density.png
Scale bar: 100 um. 23 x 23 tiles, from dark blue (low) to red (high), 0 to 100% covered.
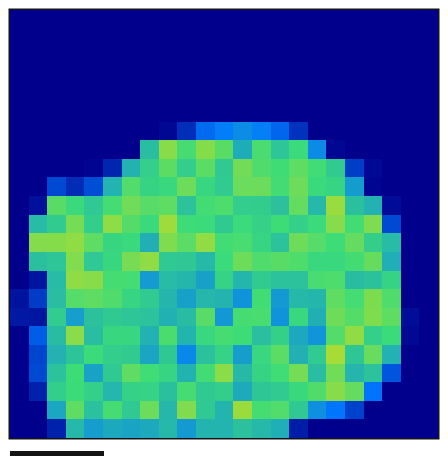
final_congestion.png
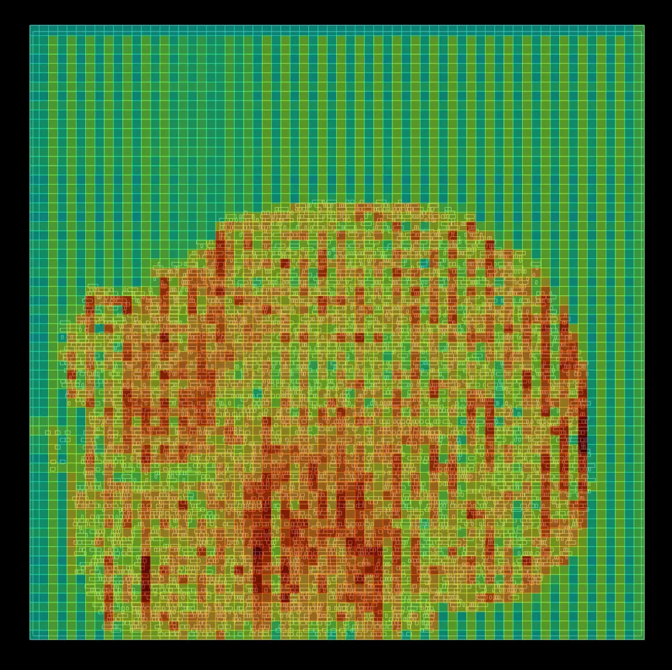
met4.png
Cells faint in the background.
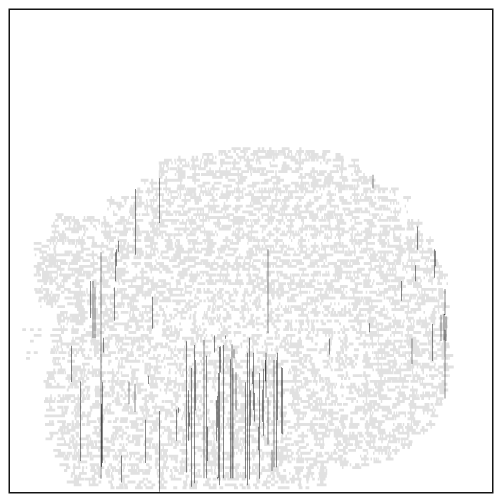
Design muldiv_ctrl, sky130hd; sources not shown.
==> CHANGELOG.md <==
### Changed

* Status: completed
* Yosys cell count at 6001
* Clk sink count at 206
* Crit Path Max Fanout at 49
* Vias/cell at 4.72
* DPL Wire Length at 127000 um
* Logic share of the area at 74.3%
* FF/Latch Area at 0.00413 mm^2
* Nonclk buf count at 199
* Synthesized cell area at 0.0511 mm^2
* Hold Path Class: flop to flop
* Worst Path Required at 17.84 ns
* Layout Skew at 0.0193 ns
* Seq share, synth at 8.07%
* Clk slew on worst S/H paths at 0.06 ns
* Met2 routed WL at 78300 um
* Unique cell types at 70
* Multi-input gates at 4263
* Share of cells above drive strength 1 at 2.87%
* Top Layout Cells: inv_1 (1143), fa_1 (1126), nand2_1 (1068)
* Syn nets at 7450
* CTS Root Cell: clkbuf_16
* Crit path max-delay family: buffers and inverters
* Slew @ Worst Pin at 1.17 ns
Back to the opening pictures, density.png:
The densest ninth of the die: centre. The emptiest ninth of the die: north-west. 43% of the tiles are nearly empty. The fullest tile reaches 64%.
core area: 0.203 mm^2
fin util: 27.4%

Back to the opening pictures, final_congestion.png:
GR Layer Usage met2: 26.8%
all-layer global routing usage: 15.7%
GR Util met1: 21.7%
global route hottest layer: met2
met3 GRT Util: 1.04%

Back to the opening pictures, met4.png:
The layer carries 4300 um of wire. The layer holds 2.7% of the routed length.
WL final: 162000 um
DR vias: 40214

cell usage after synthesis (all sizes together), types with 29 or more instances:
cell type | count | share of area (%)
inv | 1139 | 8.4
fa | 1126 | 44
nand2 | 1069 | 7.8
clkbuf | 384 | 2.8
and2 | 336 | 4.1
a21oi | 252 | 2.5
ha | 251 | 6.1
dfxtp | 206 | 8.1
o21ai | 194 | 1.9
nor2 | 182 | 1.3
xnor2 | 129 | 2.2
xor2 | 81 | 1.4
o31ai | 54 | 0.85
nor3 | 49 | 0.48
a21o | 44 | 0.65
nand3 | 43 | 0.42
mux2i | 32 | 0.63
o211ai | 30 | 0.44
a22oi | 29 | 0.43
nand4 | 29 | 0.35
